==> config.mk <==
export PLATFORM = sky130hd
export DESIGN_NAME = codeword_assembler_flat
export DESIGN_NICKNAME = d
export VERILOG_FILES = /design/src/rtl/codeword_assembler_if.sv /design/src/rtl/codeword_assembler.sv /design/src/flat_wrapper.sv
export SDC_FILE = /design/constraint.sdc
export NUM_CORES = 1
export LEC_CHECK = 0
export ABC_AREA = 1
export CAP_MARGIN = 15
export CORE_ASPECT_RATIO = 1.1
export CORE_MARGIN = 2
export CORE_UTILIZATION = 54
export CTS_CLUSTER_DIAMETER = 40
export DETAILED_ROUTE_END_ITERATION = 10
export HOLD_SLACK_MARGIN = 0.05
export PLACE_DENSITY = 0.94
export SLEW_MARGIN = 20
export SYNTH_ARGS = -nofsm -noshare
export SYNTH_HDL_FRONTEND = slang
export SYNTH_SLANG_ARGS = --single-unit
==> constraint.sdc <==
create_clock -name clk -period 2.92 [get_ports clk]
set_input_delay 0.584 -clock clk [delete_from_list [all_inputs] [get_ports clk]]
set_output_delay 0.584 -clock clk [all_outputs]
set_load 0.03 [all_outputs]
class_map.png
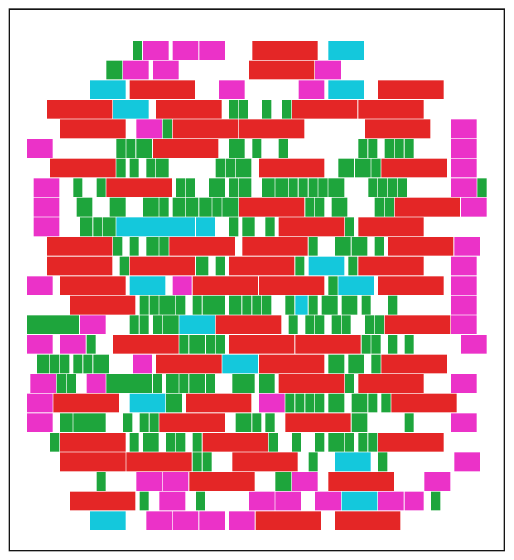
clock drivers and dummy loads: marked cyan, cells 16, share of their area 7.2%. remaining buffers and delay cells: marked magenta, cells 52, share of their area 17%. remaining logic cells: marked green, cells 180, share of their area 27%. registers: marked red, cells 60, share of their area 49%.
final cell area excluding filler cells: 3130 sq um
Core ar.: 4350 sq um
Site Rows: 25

layers.png
Bar = 20 um.
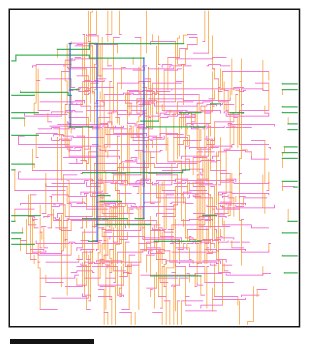
M3: marked green, wire length 290 um. M4: marked blue, wire length 105 um. M2: marked orange, wire length 2600 um. M1: marked magenta, wire length 2110 um.
detail-routed net length per standard cell: 14.1 um
aggregate routed wire length: 5100 um

==> datasheet_impl.txt <==
Table: implementation figures

Parameter                              Value

Outcome
  Run status .................. completed

Logic synthesis
  Yosys Chip Area .................. 2470 sq um
  Yosys reg bits .................. 60
  Number of unique standard cell types used by synthesis .................. 18
  Sequential share of the synthesized area .................. 60.7%
  Count leader, synth .................. sky130_fd_sc_hd__nand2_1
  Count of warnings emitted by yosys .................. 0
  Synthesized area .................. 2470 sq um
  Nets at Floorplan .................. 273

Global route
  Met1 track utilization from global routing .................. 28.3%
  Grt met2 use .................. 36.0%
  Sum of overflow across all layers after global routing .................. 0

Detailed routing
  Top routing layer in use .................. met4

Floorplanning
  Vertical die dimension .................. 75.0 um
  I/O pin cnt .................. 50
  Die ar. .................. 5140 sq um

Clock tree
  TritonCTS clock tree .................. yes
  Clock sinks .................. 60
  Max Root-Sink Buffers .................. 2
  Insertion delay of the later-clocked pin in the worst-skew pair .................. 0.34 ns

Critical path
  Critical path, cell by cell .................. clkdlybuf4s50_1
  Worst stage delay on the critical path .................. 0.70 ns
  Kind of critical path .................. reg -> out
  Max FO, Critical Path .................. 4

Cells and area
  Most common logic cell in the routed design .................. sky130_fd_sc_hd__nand2_1
  Post-layout utilization of the core .................. 71.9%
  Number of inserted diodes .................. 0
  Share of post-route cells with drive strength above 1 .................. 9.09%
  Fraction of area in clock buffers and inverters .................. 7.08%
  Number of nets in the layout .................. 317
  Count of filler cells inserted in the layout .................. 323
  Max-area cell class .................. flip-flops and latches

Final timing
  Worst Clk Skew .................. 0.00366 ns
  Worst-Margin Slew .................. 0.722 ns
  Worst slack on hold paths .................. 0.472 ns
  Hold Violations, Final .................. 0

Hold path
  Type of the most critical hold path .................. reg -> reg

Power and ir drop
  Power density normalized to cell area .................. 726 nW/um^2
  Sequential Power Share .................. 45.0%
  Clock power frac .................. 35.5%
  Peak VDD IR .................. 0.497 mV

Placed design
  DP Cell Count .................. 346
Power figures rest on the tool's default switching activity, not on a simulated workload.
